**config.mk**
```make
export PLATFORM = sky130hd
export DESIGN_NAME = hazard_controller
export DESIGN_NICKNAME = d
export VERILOG_FILES = /design/src/rtl/hazard_controller.sv
export SDC_FILE = /design/constraint.sdc
export NUM_CORES = 1
export LEC_CHECK = 0
export CELL_PAD_IN_SITES_DETAIL_PLACEMENT = 0
export CELL_PAD_IN_SITES_GLOBAL_PLACEMENT = 1
export CORE_MARGIN = 1
export CORE_UTILIZATION = 28
export DETAILED_ROUTE_END_ITERATION = 6
export PLACE_DENSITY_LB_ADDON = 0.1
export SLEW_MARGIN = 20
export SYNTH_ARGS = -nofsm -noshare
export SYNTH_HDL_FRONTEND = slang
export SYNTH_SLANG_ARGS = --single-unit
```
**constraint.sdc**
```tcl
create_clock -name clk -period 4.1 [get_ports clk]
set_input_delay 0.82 -clock clk [delete_from_list [all_inputs] [get_ports clk]]
set_output_delay 0.82 -clock clk [all_outputs]
set_load 0.1 [all_outputs]
```
**src/rtl/hazard_controller.sv**
```systemverilog
// Pipeline sequencing controller: stage enables, flush/bubble, EX forwarding selects, memory-wait and halt-drain FSM.
// Optional performance counters enabled by defining HAZARD_PERF_CNT_EN.
module hazard_controller #(
  parameter int HALT_DRAIN_CYCLES = 3,
  parameter int CNT_W             = 32
) (
  input  logic       clk,
  input  logic       rst,
  input  logic [4:0] id_src1,
  input  logic [4:0] id_src2,
  input  logic [4:0] idex_dest,
  input  logic       idex_regwrite,
  input  logic       idex_memtoreg,
  input  logic [4:0] idex_src1,
  input  logic [4:0] idex_src2,
  input  logic [4:0] exmem_dest,
  input  logic       exmem_regwrite,
  input  logic [4:0] memwb_dest,
  input  logic       memwb_regwrite,
  input  logic       ex_redirect,
  input  logic       mem_req,
  input  logic       mem_ready,
  input  logic       id_halted,
  output logic       pc_we,
  output logic       ifid_we,
  output logic       idex_we,
  output logic       exmem_we,
  output logic       memwb_we,
  output logic       ifid_flush,
  output logic       idex_bubble,
  output logic [1:0] fwd_a,
  output logic [1:0] fwd_b,
  output logic       halt_done
`ifdef HAZARD_PERF_CNT_EN
  ,
  output logic [CNT_W-1:0] stall_cycles,
  output logic [CNT_W-1:0] flush_count,
  output logic [CNT_W-1:0] mem_wait_cycles
`endif
);

  typedef enum logic [1:0] {RUN, MEM_WAIT, DRAIN, HALTED} state_t;

  state_t     state_reg, state_next, ret_reg, ret_next, eff_state;
  logic [3:0] cnt_reg, cnt_next;
  logic       freeze_req, load_use;
  logic       frozen_evt, redirect_evt, load_use_evt;

  assign freeze_req = mem_req & ~mem_ready;
  assign load_use   = idex_memtoreg & idex_regwrite & (idex_dest != 5'd0) &
                      ((id_src1 != 5'd0 && id_src1 == idex_dest) ||
                       (id_src2 != 5'd0 && id_src2 == idex_dest));

  always_ff @(posedge clk) begin
    if (rst) begin
      state_reg <= RUN;
      ret_reg   <= RUN;
      cnt_reg   <= 4'd0;
    end else begin
      state_reg <= state_next;
      ret_reg   <= ret_next;
      cnt_reg   <= cnt_next;
    end
  end

  always_comb begin
    pc_we        = 1'b1;
    ifid_we      = 1'b1;
    idex_we      = 1'b1;
    exmem_we     = 1'b1;
    memwb_we     = 1'b1;
    ifid_flush   = 1'b0;
    idex_bubble  = 1'b0;
    halt_done    = 1'b0;
    frozen_evt   = 1'b0;
    redirect_evt = 1'b0;
    load_use_evt = 1'b0;
    ret_next     = ret_reg;
    cnt_next     = cnt_reg;
    // A released memory wait behaves exactly like the state it interrupted.
    eff_state    = (state_reg == MEM_WAIT && mem_ready) ? ret_reg : state_reg;
    state_next   = eff_state;
    if (rst) begin
      {pc_we, ifid_we, idex_we, exmem_we, memwb_we} = 5'b0;
      ifid_flush  = 1'b1;
      idex_bubble = 1'b1;
      state_next  = RUN;
      ret_next    = RUN;
      cnt_next    = 4'd0;
    end else begin
      case (eff_state)
        RUN: begin
          if (freeze_req) begin
            {pc_we, ifid_we, idex_we, exmem_we, memwb_we} = 5'b0;
            frozen_evt = 1'b1;
            state_next = MEM_WAIT;
            ret_next   = RUN;
          end else if (ex_redirect) begin
            ifid_flush   = 1'b1;
            idex_bubble  = 1'b1;
            redirect_evt = 1'b1;
          end else if (load_use) begin
            pc_we        = 1'b0;
            ifid_we      = 1'b0;
            idex_bubble  = 1'b1;
            load_use_evt = 1'b1;
          end else if (id_halted) begin
            pc_we      = 1'b0;
            ifid_we    = 1'b0;
            state_next = DRAIN;
            cnt_next   = 4'd0;
          end
        end
        DRAIN: begin
          if (freeze_req) begin
            {pc_we, ifid_we, idex_we, exmem_we, memwb_we} = 5'b0;
            frozen_evt = 1'b1;
            state_next = MEM_WAIT;
            ret_next   = DRAIN;
          end else begin
            pc_we       = 1'b0;
            ifid_we     = 1'b0;
            idex_bubble = 1'b1;
            if (cnt_reg == 4'(HALT_DRAIN_CYCLES - 1)) state_next = HALTED;
            else cnt_next = cnt_reg + 4'd1;
          end
        end
        MEM_WAIT: begin
          {pc_we, ifid_we, idex_we, exmem_we, memwb_we} = 5'b0;
          frozen_evt = 1'b1;
        end
        default: begin
          {pc_we, ifid_we, idex_we, exmem_we, memwb_we} = 5'b0;
          halt_done = 1'b1;
        end
      endcase
    end
  end

  // EX/MEM result is younger than MEM/WB, so it takes priority.
  always_comb begin
    fwd_a = 2'b00;
    fwd_b = 2'b00;
    if (!rst) begin
      if (exmem_regwrite && exmem_dest != 5'd0 && exmem_dest == idex_src1)      fwd_a = 2'b10;
      else if (memwb_regwrite && memwb_dest != 5'd0 && memwb_dest == idex_src1) fwd_a = 2'b01;
      if (exmem_regwrite && exmem_dest != 5'd0 && exmem_dest == idex_src2)      fwd_b = 2'b10;
      else if (memwb_regwrite && memwb_dest != 5'd0 && memwb_dest == idex_src2) fwd_b = 2'b01;
    end
  end

`ifdef HAZARD_PERF_CNT_EN
  logic stall_evt, mem_wait_evt;
  assign stall_evt    = frozen_evt | load_use_evt;
  assign mem_wait_evt = (state_reg == MEM_WAIT) & ~rst;

  always_ff @(posedge clk) begin
    if (rst) begin
      stall_cycles    <= '0;
      flush_count     <= '0;
      mem_wait_cycles <= '0;
    end else if (state_reg != HALTED) begin
      if (stall_evt && stall_cycles != '1)       stall_cycles    <= stall_cycles + 1'b1;
      if (redirect_evt && flush_count != '1)     flush_count     <= flush_count + 1'b1;
      if (mem_wait_evt && mem_wait_cycles != '1) mem_wait_cycles <= mem_wait_cycles + 1'b1;
    end
  end
`endif

endmodule
```
==> images/class_map.png <==
Scale: 8 px per um. Fill, decap, tap and diode cells in gray.
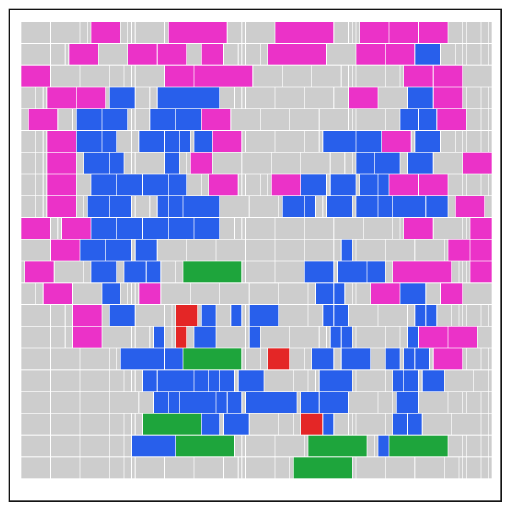
Blue shows remaining logic cells, cells 111, share of their area 51%. Magenta shows remaining buffers and delay cells, cells 57, share of their area 38%. Red shows clock drivers and dummy loads, cells 4, share of their area 1.7%. Green shows sequential cells, cells 7, share of their area 8.9%.

==> images/clock_wires.png <==
Scale: 10 px per um.
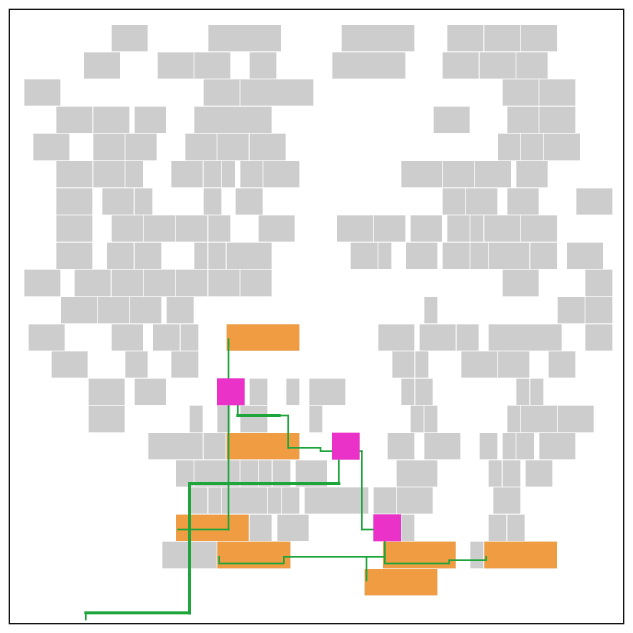
Magenta shows clock-net drivers, count 3. Orange shows flip-flops, count 7. Green shows clock wires, length 130 um.
There are 4 routed clock nets.

==> images/congestion_map.png <==
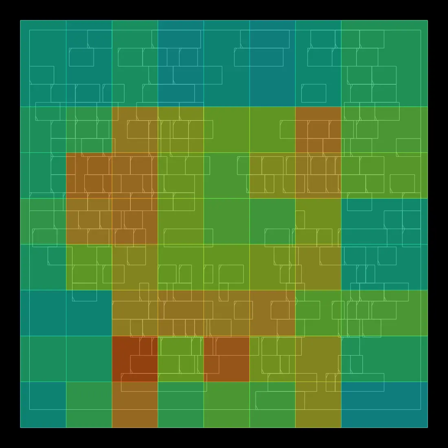
met2 capacity usage during global routing: 28.0%
met3 Usage GRT: 4.62%
routing layer with the top usage in global route: met2
post-DR wirelength/cell: 12.7 um

==> notes.md <==
Results of the flow run.

The inserted tap cell count stands at 46. The placed cell count stands at 221. For this run, the number of Yosys warnings is 0. Broken down by cell family, the worst path's largest delay share belongs to simple AND/OR/NAND/NOR gates. In this run the top signal layer used is met4. The combinational logic power stands at 0.000192 W. The path with the worst hold slack has its endpoint at ret_reg[1]. The tree is rooted in a clkbuf_4. The die covers 0.00376 mm2. By area, multi-input combinational cells come first. The global router's overall resource usage stands at 15.7%. The number of nets in the synthesized netlist is 172. After Yosys synthesis, and, or, nand and nor cells account for 30.5% of the synthesized area. Final hold analysis gives a worst-case slack of 0.505 ns. The pre-placement core utilization stands at 29.3%. The worst setup path is captured at an output pin. The number of flip-flops and latches in the synthesized netlist stands at 7. The count of antenna diodes in the layout stands at 0.

The clock buffer count in the final layout stands at 4. In the Yosys report the total cell count is 125. The final number of hold-violating endpoints stands at 0. Counting only logic cells after layout, the most numerous master is clkdlybuf4s50_1. The flow ran to the end, and the final reports show no timing, DRC or antenna violations. The gate count after technology mapping stands at 125. According to the cell report, the number of logic gates is 107.

Per report_power, the Sequential row totals 0.0000758 W. The number of gates on the worst path with buffers counted stands at 6. The tightest min-delay check is of the register to register type. In this design, the stage delay of the slowest critical-path cell is 0.55 ns.

The area of the mapped netlist stands at 985 um2. The tool warning count stands at 28. The total placed instance area stands at 0.00160 mm2. The total power draw stands at 0.000329 W. Derived from the worst setup path, the maximum achievable clock frequency is 272 MHz.

In this run the critical path is formed by clkdlybuf4s50_1 -> or4_1 -> o21ai_1 -> nor3_1 -> nor4_2 -> buf_12. The clock reaches the later pin of the worst-skew pair after 0.25 ns. The number of logic inverters in the finished layout stands at 4. The pin count of the biggest net entering global routing stands at 18.

The adder and majority gate portion of the synthesized area stands at 2.54%. According to the floorplan log, the row count is 21. The number of CTS-inserted buffers stands at 3. Per the detailed-route log, wirelength across all metal layers totals 2850 um. The setup slack of the critical path after layout stands at 0.420 ns. The ratio of cells with drive above 1 in the final layout stands at 16.8%. The clock network consumes a total of 0.0000620 W. The number of hold buffers added after CTS was 0. The clock edge transition at the registers on the reported setup and hold paths stands at 0.05 ns. The maximum buffer depth of the clock tree stands at 2.

There are 7 flip-flops and latches. In the final routing, the length of wire on met1 measures 1210 um. Per the post-route antenna check, the number of violating nets is 0. The via count of the first global-routing pass stands at 1033. TritonCTS built the clock tree.

In the layout the commonest cells are 44 x clkdlybuf4s50_1, 18 x xnor2_1, 10 x xor2_1, 10 x nor2_1. The count of TritonRoute iterations in the first routing pass stands at 4. At the end of routability-driven placement, the weighted congestion stood at 0.729. The DRC violation count after routing stands at 0. The number of enable-type register cells in the synthesized netlist stands at 0.

The vertical extent of the die stands at 61.3 um. Looking at the power breakdown, the clock network takes 18.8% of the total. Once the clock tree was built, the setup fixing pass inserted 0 buffers. Tracing the worst setup path back leads to its startpoint at exmem_dest[1].

Wire segments on met3 add up to 188 um in the final route. Of all the cell area in the finished design, the clock network holds 1.61%. The share of the core filled with cells in the final layout stands at 48.5%.

The setup-violating endpoint count in the final report stands at 0. The first-iteration detailed-routing DRC count stands at 33. The fraction of power spent switching nets stands at 40.6%. The net switching power figure stands at 0.000134 W. The total number of nets in the final design stands at 227.

The required time at the worst-slack endpoint stands at 3.28 ns. Ranked by total cell area, the synthesized netlist is headed by xnor2_1 16%, dfxtp_1 14%, xor2_1 8.9%. The routed layout has 1083 vias. The share of power burned in combinational logic stands at 58.2%. Summing all multi-input logic gate instances after layout gives 791 um2. The multi-input gate share of total cell area stands at 48.5%. From synthesis to final layout, the design area changed by 65.6%.

In the final layout, excluding clock buffers the buffer count is 57. The launch point of the worst min-delay path is recorded as ret_reg[1]. The netlist uses 40 different library cells. Looking at the reg2reg group, the worst path starts from state_reg[0]. The tool flagged a number of max-cap violations equal to 0.
No activity file was given, so power comes from the tool's default toggle rates.
